### src/rtl/ifu_pkg.sv
// Shared definitions for the instruction-fetch unit: FSM encoding, NOP word,
// PC step and the word-alignment helper.
package ifu_pkg;

   typedef enum logic [1:0] {
      S_BOOT = 2'd0,
      S_REQ  = 2'd1,
      S_WAIT = 2'd2,
      S_IDLE = 2'd3
   } ifu_state_t;

   localparam logic [31:0] NOP_INST = 32'h0000_0013;
   localparam logic [31:0] PC_INC   = 32'd4;

   function automatic logic [31:0] align_word(input logic [31:0] a);
      return {a[31:2], 2'b00};
   endfunction

endpackage

### src/rtl/ifu_ibus_if.sv
// Instruction-bus interface between the fetch unit (master) and memory (slave).
interface ifu_ibus_if;

   // Handshake: the master holds ibus_req_o/ibus_addr_o; a request is accepted
   // in a cycle where ibus_req_o & ibus_gnt_i. Exactly one ibus_rvalid_i pulse
   // (carrying ibus_rdata_i) follows each accepted request, at least one cycle
   // after the grant. Only one request is ever outstanding.
   logic        ibus_req_o;
   logic [31:0] ibus_addr_o;
   logic        ibus_gnt_i;
   logic        ibus_rvalid_i;
   logic [31:0] ibus_rdata_i;

   modport master (
      output ibus_req_o,
      output ibus_addr_o,
      input  ibus_gnt_i,
      input  ibus_rvalid_i,
      input  ibus_rdata_i
   );

   modport slave (
      input  ibus_req_o,
      input  ibus_addr_o,
      output ibus_gnt_i,
      output ibus_rvalid_i,
      output ibus_rdata_i
   );

endinterface

### src/rtl/ifu_skid_buf.sv
// One-entry holding register for a response that lands while the pipe is held.
module ifu_skid_buf (
   input  logic        sys_clk,
   input  logic        sys_arstn,
   input  logic        load,
   input  logic        drain,
   input  logic        inval,
   input  logic [31:0] load_data,
   input  logic [31:0] load_addr,
   output logic        valid,
   output logic [31:0] data,
   output logic [31:0] addr
);

   always_ff @(posedge sys_clk or negedge sys_arstn) begin
      if (!sys_arstn) begin
         valid <= 1'b0;
         data  <= '0;
         addr  <= '0;
      end else if (inval) begin
         valid <= 1'b0;
      end else if (load) begin
         valid <= 1'b1;
         data  <= load_data;
         addr  <= load_addr;
      end else if (drain) begin
         valid <= 1'b0;
      end
   end

endmodule

### src/rtl/if_fetch_unit.sv
// Instruction-fetch initiator: owns the PC, issues single-outstanding ibus
// requests and feeds IF/ID. Optional macro IFU_MISALIGN_CHECK_EN adds fetch_misalign_o.
module if_fetch_unit #(
   parameter logic [31:0] RESET_PC = 32'h0000_0000,
   parameter logic [31:0] NOP_INST = ifu_pkg::NOP_INST
) (
   input  logic                sys_clk,
   input  logic                sys_arstn,
   input  logic [2:0]          flag_hold,
   input  logic                flag_jump,
   input  logic [31:0]         jump_addr,
   ifu_ibus_if.master          ibus,
   output logic [31:0]         inst_data_o,
   output logic [31:0]         inst_addr_o,
   output logic                inst_valid_o,
`ifdef IFU_MISALIGN_CHECK_EN
   output logic                fetch_misalign_o,
`endif
   output ifu_pkg::ifu_state_t fsm_state
);

   import ifu_pkg::*;

   ifu_state_t  state;
   logic [31:0] pc;
   logic        req;
   logic [31:0] addr;
   logic        kill;

   logic        hold;
   logic [31:0] target;
   logic [31:0] pc_inc;

   logic        skid_load;
   logic        skid_drain;
   logic        skid_inval;
   logic        skid_valid;
   logic [31:0] skid_data;
   logic [31:0] skid_addr;

   assign hold   = |flag_hold;
   assign target = align_word(jump_addr);
   assign pc_inc = pc + PC_INC;

   // A response caught during hold parks in the skid unless it is stale.
   assign skid_load  = (state == S_WAIT) & ibus.ibus_rvalid_i & ~kill & ~flag_jump & hold;
   assign skid_drain = (state == S_IDLE) & ~hold & ~flag_jump & skid_valid;
   assign skid_inval = (state == S_IDLE) & flag_jump;

   ifu_skid_buf u_skid (
      .sys_clk   (sys_clk),
      .sys_arstn (sys_arstn),
      .load      (skid_load),
      .drain     (skid_drain),
      .inval     (skid_inval),
      .load_data (ibus.ibus_rdata_i),
      .load_addr (pc),
      .valid     (skid_valid),
      .data      (skid_data),
      .addr      (skid_addr)
   );

   always_ff @(posedge sys_clk or negedge sys_arstn) begin
      if (!sys_arstn) begin
         state        <= S_BOOT;
         pc           <= RESET_PC;
         req          <= 1'b0;
         addr         <= RESET_PC;
         kill         <= 1'b0;
         inst_valid_o <= 1'b0;
         inst_data_o  <= NOP_INST;
         inst_addr_o  <= '0;
      end else begin
         // Outputs freeze under hold; otherwise they fall back to a NOP bubble.
         if (!hold) begin
            inst_valid_o <= 1'b0;
            inst_data_o  <= NOP_INST;
         end
         case (state)
            S_BOOT: begin
               state <= S_REQ;
               req   <= 1'b1;
               addr  <= pc;
            end
            S_REQ: begin
               if (ibus.ibus_gnt_i) begin
                  state <= S_WAIT;
                  req   <= 1'b0;
                  if (flag_jump) begin
                     kill <= 1'b1;
                     pc   <= target;
                  end
               end else if (hold) begin
                  state <= S_IDLE;
                  req   <= 1'b0;
                  if (flag_jump) pc <= target;
               end else if (flag_jump) begin
                  pc   <= target;
                  addr <= target;
               end
            end
            S_WAIT: begin
               if (ibus.ibus_rvalid_i) begin
                  kill <= 1'b0;
                  if (kill || flag_jump) begin
                     // Stale response: drop it and restart from the redirected PC.
                     if (flag_jump) pc <= target;
                     state <= hold ? S_IDLE : S_REQ;
                     req   <= ~hold;
                     addr  <= flag_jump ? target : pc;
                  end else if (!hold) begin
                     inst_valid_o <= 1'b1;
                     inst_data_o  <= ibus.ibus_rdata_i;
                     inst_addr_o  <= pc;
                     pc           <= pc_inc;
                     state        <= S_REQ;
                     req          <= 1'b1;
                     addr         <= pc_inc;
                  end else begin
                     state <= S_IDLE;
                  end
               end else if (flag_jump) begin
                  kill <= 1'b1;
                  pc   <= target;
               end
            end
            S_IDLE: begin
               if (flag_jump) pc <= target;
               if (!hold) begin
                  state <= S_REQ;
                  req   <= 1'b1;
                  if (flag_jump) begin
                     addr <= target;
                  end else if (skid_valid) begin
                     inst_valid_o <= 1'b1;
                     inst_data_o  <= skid_data;
                     inst_addr_o  <= skid_addr;
                     pc           <= pc_inc;
                     addr         <= pc_inc;
                  end else begin
                     addr <= pc;
                  end
               end
            end
            default: state <= S_BOOT;
         endcase
      end
   end

`ifdef IFU_MISALIGN_CHECK_EN
   always_ff @(posedge sys_clk or negedge sys_arstn) begin
      if (!sys_arstn) fetch_misalign_o <= 1'b0;
      else            fetch_misalign_o <= flag_jump & (|jump_addr[1:0]);
   end
`else
   logic unused_low_bits;
   assign unused_low_bits = ^jump_addr[1:0];
`endif

   assign ibus.ibus_req_o  = req;
   assign ibus.ibus_addr_o = addr;
   assign fsm_state        = state;

endmodule

### src/flat_wrapper.sv
// flat-port wrapper written by rule: the top's interface ports become plain ports
module if_fetch_unit_flat import ifu_pkg::*;
#(
   parameter logic [31:0] RESET_PC = 32'h0000_0000,
   parameter logic [31:0] NOP_INST = ifu_pkg::NOP_INST
)
  (sys_clk, sys_arstn, flag_hold, flag_jump, jump_addr, inst_data_o, inst_addr_o, inst_valid_o, fsm_state, ibus_ibus_req_o, ibus_ibus_addr_o, ibus_ibus_gnt_i, ibus_ibus_rvalid_i, ibus_ibus_rdata_i);
  ifu_ibus_if ibus_i ();
  input  logic sys_clk;
  input  logic sys_arstn;
  input  logic [2:0] flag_hold;
  input  logic flag_jump;
  input  logic [31:0] jump_addr;
  output logic [31:0] inst_data_o;
  output logic [31:0] inst_addr_o;
  output logic inst_valid_o;
  output ifu_pkg::ifu_state_t fsm_state;
  output wire logic [$bits(ibus_i.ibus_req_o)-1:0] ibus_ibus_req_o;
  output wire logic [$bits(ibus_i.ibus_addr_o)-1:0] ibus_ibus_addr_o;
  input wire logic [$bits(ibus_i.ibus_gnt_i)-1:0] ibus_ibus_gnt_i;
  input wire logic [$bits(ibus_i.ibus_rvalid_i)-1:0] ibus_ibus_rvalid_i;
  input wire logic [$bits(ibus_i.ibus_rdata_i)-1:0] ibus_ibus_rdata_i;
  assign ibus_ibus_req_o = ibus_i.ibus_req_o;
  assign ibus_ibus_addr_o = ibus_i.ibus_addr_o;
  assign ibus_i.ibus_gnt_i = ibus_ibus_gnt_i;
  assign ibus_i.ibus_rvalid_i = ibus_ibus_rvalid_i;
  assign ibus_i.ibus_rdata_i = ibus_ibus_rdata_i;
  if_fetch_unit #(.RESET_PC(RESET_PC), .NOP_INST(NOP_INST)) u_core (.sys_clk(sys_clk), .sys_arstn(sys_arstn), .flag_hold(flag_hold), .flag_jump(flag_jump), .jump_addr(jump_addr), .ibus(ibus_i), .inst_data_o(inst_data_o), .inst_addr_o(inst_addr_o), .inst_valid_o(inst_valid_o), .fsm_state(fsm_state));
endmodule
### config.mk
export PLATFORM = sky130hd
export DESIGN_NAME = if_fetch_unit_flat
export DESIGN_NICKNAME = d
export VERILOG_FILES = /design/src/rtl/ifu_pkg.sv /design/src/rtl/ifu_ibus_if.sv /design/src/rtl/ifu_skid_buf.sv /design/src/rtl/if_fetch_unit.sv /design/src/flat_wrapper.sv
export SDC_FILE = /design/constraint.sdc
export NUM_CORES = 1
export LEC_CHECK = 0
export ABC_AREA = 0
export CAP_MARGIN = 20
export CORE_UTILIZATION = 43
export CTS_CLUSTER_DIAMETER = 30
export DETAILED_ROUTE_END_ITERATION = 8
export GPL_TIMING_DRIVEN = 0
export PLACE_DENSITY = 0.69
export SYNTH_ARGS = -nofsm -noshare
export SYNTH_HDL_FRONTEND = slang
export SYNTH_SLANG_ARGS = --single-unit
export TNS_END_PERCENT = 30
### constraint.sdc
create_clock -name sys_clk -period 2.1 [get_ports sys_clk]
set_input_delay 0.42 -clock sys_clk [delete_from_list [all_inputs] [get_ports sys_clk]]
set_output_delay 0.42 -clock sys_clk [all_outputs]
set_load 0.05 [all_outputs]
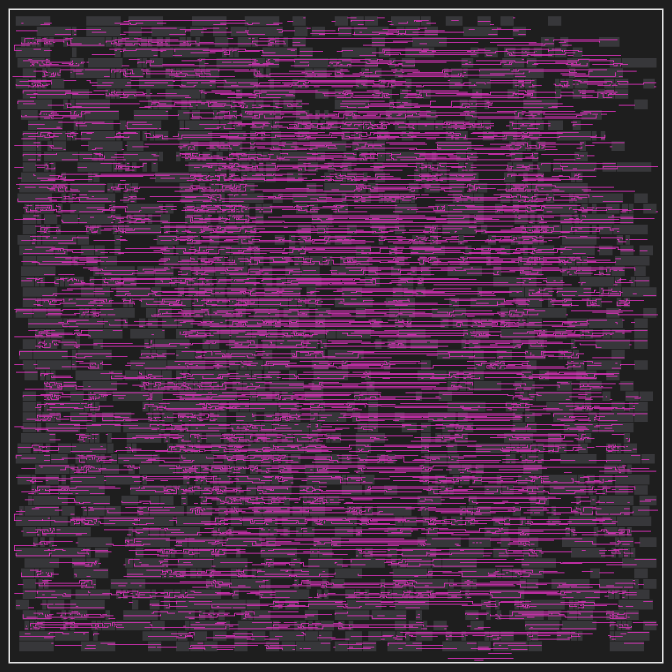
*Met1 routing, run 1*
nets with wire on the layer: 1705
main direction: horizontal

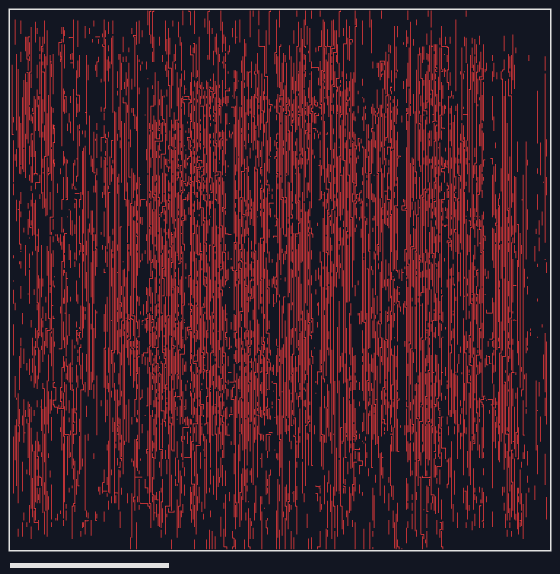
*The metal 2 layer, run 1*
Scale bar: 50 microns.
main direction: vertical
wire length on this layer: 26.1 mm
share of all routed wire: 43%
longest straight run: 86.7 microns
DRT Wirelength: 61.3 mm
via count: 14.0k
GR met2 Demand/Resource: 61.0%

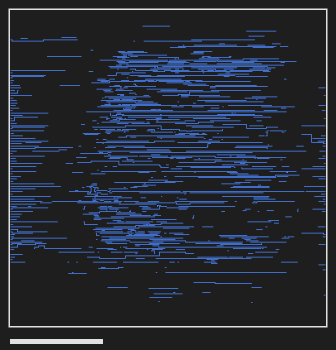
*Metal 3, run 1*
Scale bar: 50 microns.
share of all routed wire: 12%
main direction: horizontal
nets with wire on the layer: 371
M3 GR Usage: 11.6%

run 1: cell families (layout without fill, tap and decap cells):
kind of cell             after synthesis  in the layout
AND-OR/OR-AND                        411            411
multiplexers                          72             72
AND/OR/NAND/NOR                      560            560
other                                  0              2
buffers and inverters                186            510
XOR/XNOR                              18             18
flip-flops                           198            198
adder cells (fa/ha/maj)                5              5
run 1: per-layer routing:
| layer | share of wire (%) | wire, microns | vias up | GRT usage [%] |
|---|---|---|---|---|
| met2 | 43 | 26100 | 1052 | 61.0 |
| met5 | 0 | 0 | - | 0 |
| met4 | 6.4 | 3930 | 0 | 24.4 |
| li1 | - | - | 5938 | - |
| met1 | 39 | 24000 | 6791 | 54.3 |
| met3 | 12 | 7290 | 268 | 11.6 |
==> flow_metrics.env, run 1 <==
# yosys + openroad results
export IMPL_outcome="finished with violations"
export IMPL_violations="negative setup slack"
export IMPL_cts_htree_levels=4
export IMPL_crit_end="u_core.pc[28]$_DFFE_PN0P_"
export IMPL_grt_pass1_vias=13000
export IMPL_grt_pass1_wl_mm=85.9
export IMPL_rows=61
export IMPL_fp_utilization_pct=43.8
export IMPL_synth_nets=1527
export IMPL_clkbuf_count=21
export IMPL_ctsResizeCount=301
export IMPL_ys_seq_share_pct=40.8
export IMPL_critical_path_class="reg2reg"
export IMPL_skew_ns=0.00966
export IMPL_overflow=0
export IMPL_crit_buf_inv=2
export IMPL_seq_cells=198
export IMPL_cp_max_fo=7
export IMPL_yosys_warnings=0
export IMPL_cts_tree="done"
export IMPL_pg_clk_w=0.00321
export IMPL_logic_gate_count=1066
export IMPL_setup_viol=18
export IMPL_synth_edff_count=0
export IMPL_clockBufferDepth=2
export IMPL_reg2reg_to="u_core.pc[28]$_DFFE_PN0P_"
export IMPL_die_h_microns=170
export IMPL_worstMarginPinSlew_ns=0.730
export IMPL_finalPower_w=0.0262
export IMPL_tns_ns=-1.04
export IMPL_p_seq_w=0.00654
export IMPL_ys_types=83
export IMPL_reg2reg_depth=8
export IMPL_slew_violations=0
export IMPL_rsz0062_at_grt="true"
export IMPL_fmax_mhz=450
export IMPL_hold_viol=0
export IMPL_finalCriticalPeriod_ns=2.22
export IMPL_detail_route_iter0_violations=2074
export IMPL_synth_flops=198
export IMPL_register_area_sq_mm=0.00497
export IMPL_synthArstFlopShare_pct=100
export IMPL_ys_sh_adder_pct=0.514
export IMPL_fin_ws_ns=-0.121
export IMPL_power_frac_seq_pct=25.0
==> run 2: changes to the inputs <==
Settings changed: ABC_CLOCK_PERIOD_IN_PS from default to 2100, SLEW_MARGIN from default to 20.
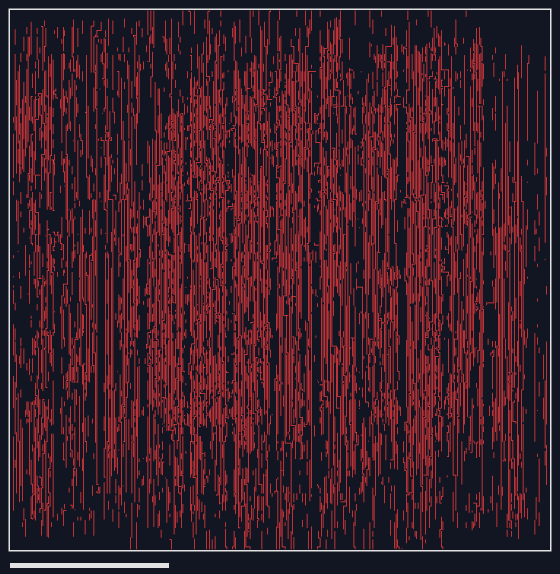
*The metal 2 layer, run 2*
Scale bar: 50 microns.
longest straight run: 117 microns
nets with wire on the layer: 1534
main direction: vertical
via count: 13.9k
DRT Wirelength: 60.8 mm
GR met2 Demand/Resource: 61.9%

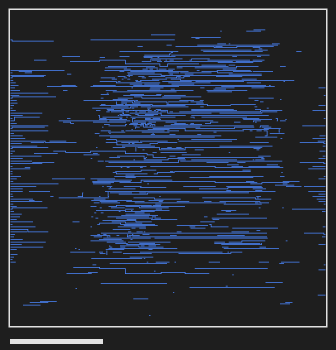
*Metal 3, run 2*
Scale bar: 50 microns.
share of all routed wire: 12%
longest straight run: 91.5 microns
M3 GR Usage: 10.6%

==> run 2 against run 1 <==
The run still ends with negative setup slack left. Clock power rose by 12%. Hold slack got worse by 0.019 ns. Design area fell by 1.5%. Core utilization fell by 0.96 points. Synthesized cell count did not move. Global-route usage rose by 0.35 points. Register-to-register slack improved by 0.04 ns. Clock-buffer cell count fell by 4. Clock skew rose by 0.011 ns. Largest cell class unchanged. Largest power group unchanged.
==> flow_metrics.env, run 2 <==
# yosys + openroad results
export IMPL_die_h_microns=170
export IMPL_hpwl_mm=41.0
export IMPL_slew_violations=0
export IMPL_fp_utilization_pct=43.8
export IMPL_overflow=0
export IMPL_grt_pass1_vias=13100
export IMPL_design_core_area_sq_mm=0.0278
export IMPL_violations="negative setup slack"
export IMPL_synthArstFlopShare_pct=100
export IMPL_worstSetupStartpointType="register"
export IMPL_fin_area_sq_mm=0.0174
export IMPL_antenna_found_initial=2
export IMPL_drc_errors=0
export IMPL_post_dp_cell_area_sq_mm=0.0145
export IMPL_crit_end="u_core.ibus.ibus_addr_o[17]$_DFFE_PN0P_"
export IMPL_wl_met1_mm=23.5
export IMPL_top_usage_layer="met2"
export IMPL_dr_wl_met2_mm=25.7
export IMPL_setup_viol=16
export IMPL_layout_top_cell="nand2_1"
export IMPL_post_cts_buffers=71
export IMPL_tns_ns=-0.587
export IMPL_min_path_type="in2async"
export IMPL_rows=61
export IMPL_finalPower_w=0.0262
export IMPL_top_logic_kind="AND-OR/OR-AND gates"
export IMPL_fin_util_pct=62.6
export IMPL_hold_viol=0
export IMPL_cts_tree="done"
export IMPL_synth_edff_count=0
export IMPL_lay_top_cells="257 x nand2_1, 182 x dfrtp_1, 146 x clkdlybuf4s50_1"
export IMPL_yosys_warnings=0
export IMPL_outcome="finished with violations"
export IMPL_use_met1_pct=56.1
export IMPL_reg2reg_to="u_core.ibus.ibus_addr_o[17]$_DFFE_PN0P_"
export IMPL_fmax_mhz=458
export IMPL_yosysMostFrequentCell="nand2_1"
export IMPL_ctsResizeCount=316
export IMPL_reg2reg_depth=6
export IMPL_arrival_ns=2.52
export IMPL_avgSynthCellArea_sq_um=8.39
export IMPL_top_area_share_pct=40.1
export IMPL_ys_sh_adder_pct=0.514
export IMPL_finalCriticalPeriod_ns=2.19
export IMPL_detail_route_iter0_violations=1850
export IMPL_endpoint_kind="register"
export IMPL_rsz0062_at_grt="true"
export IMPL_top_layer_used="met4"
export IMPL_ys_types=83
export IMPL_worstMarginPinSlew_ns=0.662
export IMPL_ys_seq_share_pct=40.8
export IMPL_grt_usage_pct=41.8
export IMPL_ys_flop_type="dfrtp_1"
export IMPL_ant_nets=0
export IMPL_grt_pass1_wl_mm=87.3
export IMPL_clockRootBuffer="clkbuf_16"
export IMPL_critical_path_class="reg2reg"
export IMPL_dr_wl_met3_mm=7.52
export IMPL_cp_max_fo=6
export IMPL_synth_nets=1527
export IMPL_clockBufferDepth=2
export IMPL_fin_ws_ns=-0.0853
export IMPL_fin_cells=2131
export IMPL_cts_buffers=17
export IMPL_powerDensity_mw_per_mm2=1510
export IMPL_synth_flops=198
export IMPL_cts_htree_levels=4
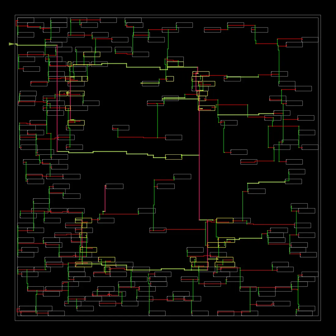
*Clock routing, run 2*
Worst Skew: 0.0204 ns
Skew-Pair Late Insertion Delay: 0.47 ns
Clk power: 0.00358 W

[run 2: worst max-delay path: stages (launching register included)]
cell      delay [ns]
dfrtp_1         0.41
buf_6           0.15
nand4_1         0.21
or4_4           0.67
o2111a_1        0.28
a31oi_1         0.21
a41oi_1         0.13
[run 2: where the power goes]
part,internal (W),switching (W),total (W)
registers,0.00537,0.00116,0.00653
logic,0.00584,0.0103,0.0161
clock network,0.00172,0.00186,0.00358
[run 2: final cells by class]
type	instances	area (sq um)
antenna	3	7.51
buffer	128	1000
clock buffer	17	425
clock inverter	15	181
fill	2405	10400
inverter	44	175
multi-input combinational	1066	7340
sequential	198	4970
tap	378	473
timing repair buffer	282	2820
[run 2: logic make-up after synthesis]
family,Yosys count
compound gates,411
buf+inv,186
xor+xnor,18
fa+ha+maj,5
flops,198
simple gates,560
mux,72
Power figures rest on the tool's default switching activity, not on a simulated workload.
